The clock network:
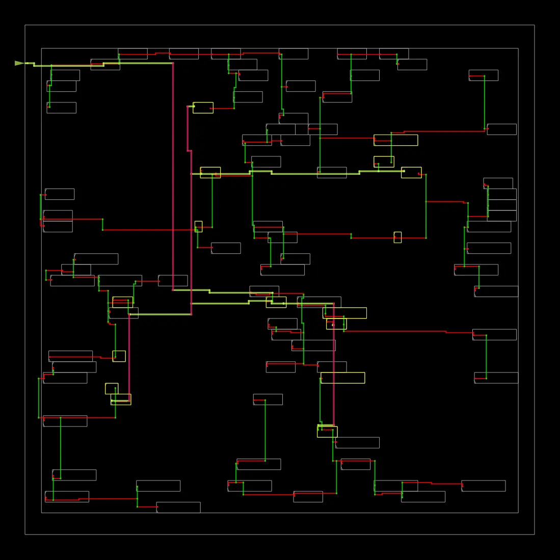
Clock wires, drivers and flops:
Drawn at 4 px/micron.
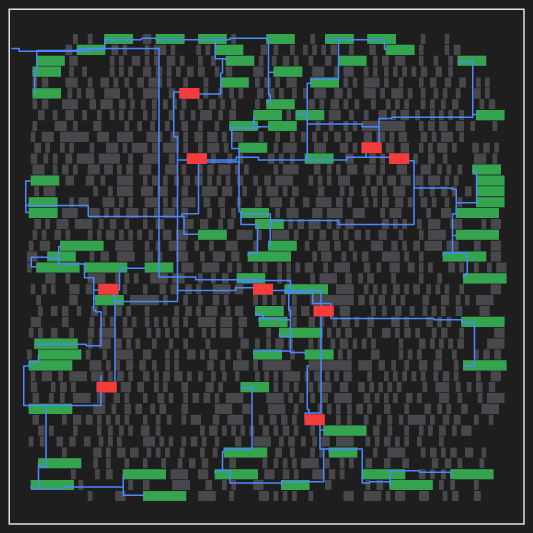
Placed cells, one color a class:
Drawn at 3 px/micron. Fill, decap, tap and diode cells in gray.
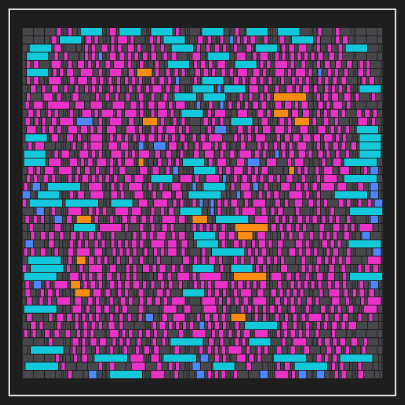
Metal 2:
Drawn at 3 px/micron. Cells faint in the background.
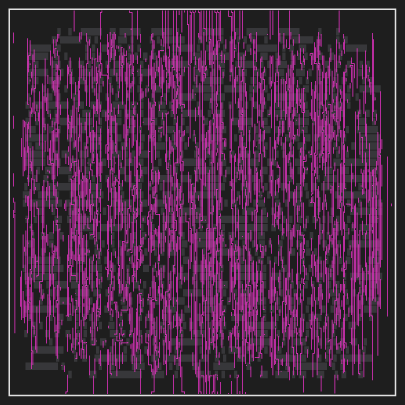
Pin map:
Drawn at 2 px/micron. Pins as bars across the die edge, other pins in gray.
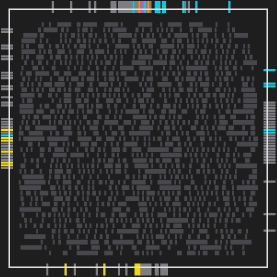
**config.mk**
```make
export PLATFORM = sky130hd
export DESIGN_NAME = rope_move2d
export DESIGN_NICKNAME = d
export VERILOG_FILES = /design/src/rtl/rope_pkg.sv /design/src/rtl/rope_axis.sv /design/src/rtl/rope_move2d.sv
export SDC_FILE = /design/constraint.sdc
export NUM_CORES = 1
export LEC_CHECK = 0
export ABC_AREA = 1
export CAP_MARGIN = 20
export CELL_PAD_IN_SITES_DETAIL_PLACEMENT = 1
export CELL_PAD_IN_SITES_GLOBAL_PLACEMENT = 1
export CORE_MARGIN = 4
export CORE_UTILIZATION = 50
export CTS_BUF_LIST = sky130_fd_sc_hd__clkbuf_2 sky130_fd_sc_hd__clkbuf_4 sky130_fd_sc_hd__clkbuf_8
export DETAILED_ROUTE_END_ITERATION = 8
export DONT_BUFFER_PORTS = 1
export GPL_TIMING_DRIVEN = 0
export PLACE_DENSITY_LB_ADDON = 0.1
export SYNTH_ARGS = -nofsm -noshare
export SYNTH_HDL_FRONTEND = slang
export SYNTH_SLANG_ARGS = --single-unit
```
**constraint.sdc**
```tcl
create_clock -name clk -period 8.1 [get_ports clk]
set_clock_uncertainty 0.1 [all_clocks]
set_input_delay 2.43 -clock clk [delete_from_list [all_inputs] [get_ports clk]]
set_output_delay 2.43 -clock clk [all_outputs]
set_load 0.02 [all_outputs]
```
**src/rtl/rope_pkg.sv**
```systemverilog
// rope_pkg: shared types and constants for the rope 2-D mover.
// Edge handling modes, FSM states and the speed width.
package rope_pkg;

    localparam int SPD_W = 16;

    typedef enum logic [1:0] {
        EDGE_BOUNCE = 2'd0,
        EDGE_WRAP   = 2'd1,
        EDGE_STOP   = 2'd2
    } edge_mode_t;

    typedef enum logic [1:0] {
        RUN     = 2'd0,
        PAUSED  = 2'd1,
        STOPPED = 2'd2
    } move_state_t;

endpackage

```
**src/rtl/rope_axis.sv**
```systemverilog
// rope_axis: one axis of the mover.
// Fixed-point accumulate, bound handling and direction-toggle flag.
module rope_axis
    import rope_pkg::*;
#(
    parameter int         FRAC_BITS = 6,
    parameter int         POS_W     = 11,
    parameter int         MIN       = 0,
    parameter int         MAX       = 639,
    parameter edge_mode_t EDGE_MODE = EDGE_BOUNCE
) (
    input  logic                    clk,
    input  logic                    reset,
    input  logic                    load,
    input  logic                    sof,
    input  logic                    run,
    input  logic                    paused,
    input  logic                    stop_all,
    input  logic                    toggle,
    input  logic signed [POS_W-1:0] init_pos,
    input  logic signed [SPD_W-1:0] init_speed,
    output logic signed [POS_W-1:0] pos_pix,
    output logic signed [SPD_W-1:0] speed,
    output logic                    hit,
    output logic                    stop_hit
);

    localparam int P_W = POS_W + FRAC_BITS + 1;
    localparam int S_W = P_W + 1;

    localparam logic signed [S_W-1:0] LO_S = S_W'(MIN * (2 ** FRAC_BITS));
    localparam logic signed [S_W-1:0] HI_S = S_W'(MAX * (2 ** FRAC_BITS));
    localparam logic signed [P_W-1:0] LO_P = P_W'(MIN * (2 ** FRAC_BITS));
    localparam logic signed [P_W-1:0] HI_P = P_W'(MAX * (2 ** FRAC_BITS));

    logic signed [P_W-1:0]   pos_q;
    logic signed [P_W-1:0]   pos_d;
    logic signed [SPD_W-1:0] spd_q;
    logic signed [SPD_W-1:0] spd_d;
    logic                    flag_q;
    logic                    flag_d;
    logic                    hit_q;
    logic                    hit_d;

    logic signed [S_W-1:0]   sum_w;
    logic signed [P_W-1:0]   init_fix;
    logic                    over;
    logic                    under;
    logic                    evt;
    logic                    tog_ok;
    logic                    step;

    assign init_fix = P_W'($signed({init_pos, {FRAC_BITS{1'b0}}}));

    // Next-state of position, speed, toggle flag and edge pulse
    always_comb begin
        sum_w    = S_W'(pos_q) + S_W'(spd_q);
        over     = sum_w > HI_S;
        under    = sum_w < LO_S;
        step     = run && sof;
        evt      = step && (spd_q != '0) && (over || under);
        stop_hit = evt && (EDGE_MODE == EDGE_STOP);
        tog_ok   = run && toggle && (!flag_q || sof);

        pos_d  = pos_q;
        spd_d  = spd_q;
        flag_d = flag_q;
        hit_d  = 1'b0;

        if (step) begin
            if (!(over || under)) begin
                pos_d = sum_w[P_W-1:0];
            end else if (evt) begin
                hit_d = 1'b1;
                case (EDGE_MODE)
                    EDGE_WRAP: begin
                        pos_d = over ? LO_P : HI_P;
                    end
                    EDGE_STOP: begin
                        pos_d = over ? HI_P : LO_P;
                    end
                    default: begin
                        pos_d = over ? HI_P : LO_P;
                        spd_d = -spd_q;
                    end
                endcase
            end
        end

        if (tog_ok) begin
            spd_d = -spd_d;
        end

        if (stop_all) begin
            spd_d = '0;
        end

        if (sof || paused) begin
            flag_d = 1'b0;
        end else if (tog_ok) begin
            flag_d = 1'b1;
        end

        if (load) begin
            pos_d  = init_fix;
            spd_d  = init_speed;
            flag_d = 1'b0;
            hit_d  = 1'b0;
        end
    end

    // Axis registers with synchronous reset to the initial inputs
    always_ff @(posedge clk) begin
        if (reset) begin
            pos_q  <= init_fix;
            spd_q  <= init_speed;
            flag_q <= 1'b0;
            hit_q  <= 1'b0;
        end else begin
            pos_q  <= pos_d;
            spd_q  <= spd_d;
            flag_q <= flag_d;
            hit_q  <= hit_d;
        end
    end

    assign pos_pix = pos_q[POS_W+FRAC_BITS-1:FRAC_BITS];
    assign speed   = spd_q;
    assign hit     = hit_q;

endmodule

```
**src/rtl/rope_move2d.sv**
```systemverilog
// rope_move2d: frame-stepped 2-D object mover.
// Two rope_axis instances under a RUN/PAUSED/STOPPED FSM.
module rope_move2d
    import rope_pkg::*;
#(
    parameter int         FRAC_BITS = 6,
    parameter int         POS_W     = 11,
    parameter int         X_MIN     = 0,
    parameter int         X_MAX     = 639,
    parameter int         Y_MIN     = 0,
    parameter int         Y_MAX     = 479,
    parameter edge_mode_t EDGE_MODE = EDGE_BOUNCE
) (
    input  logic                    clk,
    input  logic                    reset,
    input  logic                    startOfFrame,
    input  logic                    enable,
    input  logic                    load,
    input  logic                    dirToggleX,
    input  logic                    dirToggleY,
    input  logic signed [POS_W-1:0] INITIAL_X,
    input  logic signed [POS_W-1:0] INITIAL_Y,
    input  logic signed [SPD_W-1:0] X_SPEED,
    input  logic signed [SPD_W-1:0] Y_SPEED,
    output logic signed [POS_W-1:0] topLeftX,
    output logic signed [POS_W-1:0] topLeftY,
    output logic signed [SPD_W-1:0] speedX,
    output logic signed [SPD_W-1:0] speedY,
    output logic                    edgeHitX,
    output logic                    edgeHitY,
    output logic [1:0]              state
);

    move_state_t state_q;
    move_state_t state_d;

    logic run;
    logic paused;
    logic stop_x;
    logic stop_y;
    logic stop_any;

    assign run      = (state_q == RUN);
    assign paused   = (state_q == PAUSED);
    assign stop_any = stop_x | stop_y;

    rope_axis #(
        .FRAC_BITS (FRAC_BITS),
        .POS_W     (POS_W),
        .MIN       (X_MIN),
        .MAX       (X_MAX),
        .EDGE_MODE (EDGE_MODE)
    ) u_axis_x (
        .clk        (clk),
        .reset      (reset),
        .load       (load),
        .sof        (startOfFrame),
        .run        (run),
        .paused     (paused),
        .stop_all   (stop_any),
        .toggle     (dirToggleX),
        .init_pos   (INITIAL_X),
        .init_speed (X_SPEED),
        .pos_pix    (topLeftX),
        .speed      (speedX),
        .hit        (edgeHitX),
        .stop_hit   (stop_x)
    );

    rope_axis #(
        .FRAC_BITS (FRAC_BITS),
        .POS_W     (POS_W),
        .MIN       (Y_MIN),
        .MAX       (Y_MAX),
        .EDGE_MODE (EDGE_MODE)
    ) u_axis_y (
        .clk        (clk),
        .reset      (reset),
        .load       (load),
        .sof        (startOfFrame),
        .run        (run),
        .paused     (paused),
        .stop_all   (stop_any),
        .toggle     (dirToggleY),
        .init_pos   (INITIAL_Y),
        .init_speed (Y_SPEED),
        .pos_pix    (topLeftY),
        .speed      (speedY),
        .hit        (edgeHitY),
        .stop_hit   (stop_y)
    );

    // Next state: stop hit wins inside RUN, load overrides everything
    always_comb begin
        state_d = state_q;
        unique case (state_q)
            RUN: begin
                if (stop_any) begin
                    state_d = STOPPED;
                end else if (!enable) begin
                    state_d = PAUSED;
                end
            end
            PAUSED: begin
                if (enable) begin
                    state_d = RUN;
                end
            end
            STOPPED: begin
                state_d = STOPPED;
            end
            default: begin
                state_d = RUN;
            end
        endcase
        if (load) begin
            state_d = enable ? RUN : PAUSED;
        end
    end

    // State register, synchronous reset into RUN
    always_ff @(posedge clk) begin
        if (reset) begin
            state_q <= RUN;
        end else begin
            state_q <= state_d;
        end
    end

    assign state = state_q;

endmodule

```
==> run summary <==
Implementation status.

- The reg-to-reg critical path endpoint is u_axis_x.pos_q[14].
- The DRC violation total left in the routed layout is recorded as 0.
- The count of final setup violators is 0.
- The required time at the worst endpoint is listed as 8.24 ns.
- The worst-case vdd ir drop is 94.8 uV.
- In the synthesized netlist, the cells that appear most often are 325 x nand2_1, 140 x nor2_1, 137 x inv_1, 83 x nand3_1, 58 x a21oi_1.
- Counting every instance in the synthesized netlist gives 1139.
- By area the synthesized netlist is led by nand2_1 17%, dfxtp_1 13%, edfxtp_1 11%.
- The synthesis report lists the Yosys warning total as 0.
- The die covers 16500 sq um.
- Hold-check failures listed in the final report amount to 0.
- The leakage power figure is 0.00390 uW.
- The run finished with clean final reports.
- The mapped netlist covers 7230 sq um.
- The root buffer cell chosen for the clock tree is clkbuf_8.
- The number of nets in the final layout is 1253.
- The number of warnings in the stage logs is 28.
- The I/O pin total is 119.
- Per the repair_timing log after CTS, setup buffers inserted total 0.
- The power per cell area is 203 nW/um^2.
- Setup repair after global routing left no endpoint under its margin.
- Per the GRT congestion report, total overflow comes to 0.
- The number of global-route vias before repair is 7799.
- The register-to-register setup slack is 3.81 ns.
- Looking at area per cell type in the netlist, the leader is nand2_1.
- Of the total synthesized cell area, the portion taken by XOR and XNOR cells is 0.0533.
- The critical path startpoint is startOfFrame.
- The count of distinct cell types in the synthesized netlist is 44.
- The number of cells on the critical path is 12.
- According to the hold report, the worst path is of the register to register type.
- The library cells used most frequently in the layout, excluding fill and tap cells, are 325 x nand2_1, 140 x nor2_1, 137 x inv_1.
- The summed area of non-filler cells in the final layout is 7700 sq um.
- The worst relative slew slack is 0.304.
- After synthesis, the share of flip-flops with an asynchronous set or reset is 0.
- For the pin with the worst max-slew slack, the measured transition is 1.04 ns.
- Looking at the critical path, the single cell with the biggest stage delay is a21oi_1.
- The antenna diode instance count is 0.
- The number of vias per cell is 5.62.
- The sequential power share is 0.324.
- Looking at the global route congestion table, the highest-usage layer is met2.
- The largest fanout on the critical path is 10.
- At the placement stage, the worst setup path has a slack of 3.09 ns.
- Note, the detailed placer reported a final HPWL of 20.0 mm.
- The worst setup path is launched from an input pin.
- The placed standard-cell area is 7460 sq um.
- The global-route usage over all layers is 0.303.
- The design draws 1560 uW.
- The multiplexer fraction of the synthesized cell area is 0.
- The critical path data arrival time is 4.78 ns.
- The detailed router reports a met2 wire length of 12.3 mm.
- The share of synthesized area in the top cell type comes to 0.169.
- The primary flip-flop cell chosen by synthesis mapping is dfxtp_1.
- On the critical path the largest part of the delay comes from simple AND/OR/NAND/NOR gates.
- Across the run, the number of max-cap violations was 0.
- The worst hold endpoint is u_axis_x.flag_q.
- The tally of non-filler cells in the final layout is 1335.
- At floorplan, the net count of the design was reported as 1242.
- The average wire per cell in the routed design is 18.6 microns.
- The kind of end point of the critical path is a register.
- The number of resized instances in the post-cts repair step is 0.
- The mean instance size in the synthesized netlist is 6.35 sq um.
- The critical register-to-register path startpoint is u_axis_x.speed[0].
- The synthesis area per yosys is 7230 sq um.
- The clock tree from TritonCTS is built.
- The buffering stage count on the worst path with inverters included is 3.
- Yosys mapped a number of flops with a built-in enable equal to 26.
- The total CTS buffers is 9.
- The total negative slack for setup checks is 0 ns.
- In the post-synthesis netlist, the cell with the most instances is nand2_1.
- The number of antenna violations at the first check in global routing is 0.
- The global routing report lists met3 layer usage as 0.0542.
- The count of cells along the worst hold path is 2.
- The worst hold slack is 0.361 ns.
Back to the opening pictures, 'the clock network':
clock sinks: 74
number of clock-tree buffers in the layout: 9
clock network power: 374 uW

Back to the opening pictures, 'clock wires, drivers and flops':
[green] flip-flops | count: 74
[blue] clock wires | length: 1340 microns
[red] clock-net drivers | count: 9
flops lie	spread over the die
clk latency late pin: 0.38 ns
proportion of power drawn by the clock network: 0.239

Back to the opening pictures, 'placed cells, one color a class':
color	class	cells
magenta	remaining logic cells	1021
blue	remaining buffers and delay cells	44
orange	clock drivers and dummy loads	16
cyan	registers	74
sequential share of cell area: 0.226
core footprint: 14000 sq um
num rows: 43

Back to the opening pictures, 'metal 2':
main direction	vertical
share of all routed wire	50%
nets with wire on the layer	1088
longest straight run	53.2 microns
wire length after detailed routing: 24.9 mm
vias post-DR: 7507
global-route met2 utilization: 0.532

Back to the opening pictures, 'pin map':
color	port	pins	direction	edge
yellow	topLeftY	11	output	6 west, 5 south
orange	state	2	output	north
cyan	X_SPEED	16	input	10 north, 5 east, 1 west
purple	load	1	input	north
I/O Buffers: 0
die y size: 128 microns
chip width: 128 microns

==> power by group through the flow <==
stage / logic, uW / clock network, uW / registers, uW
6_report: 683 / 374 / 507
5_1_grt: 770 / 390 / 510
4_1_cts: 681 / 376 / 507
3_5_place_dp: 672 / 0 / 516
3_3_place_gp: 646 / 0 / 514
2_1_floorplan: 531 / 0 / 484
==> cell type report <==
type                       count  share of cell area
multi-input combinational    881               0.608
clock buffer                   9              0.0161
inverter                     140              0.0682
buffer                        44              0.0372
clock inverter                 7              0.0153
sequential                    74               0.226
tap                          180              0.0292
==> registers in the layout, summed over array words and instances, names as in the netlist <==
signal           flops
u_axis_x.pos_q      18
u_axis_y.pos_q      18
u_axis_x.speed      16
u_axis_y.speed      16
state                2
u_axis_x.flag_q      1
u_axis_x.hit         1
u_axis_y.flag_q      1
u_axis_y.hit         1
No activity file was given, so power comes from the tool's default toggle rates.
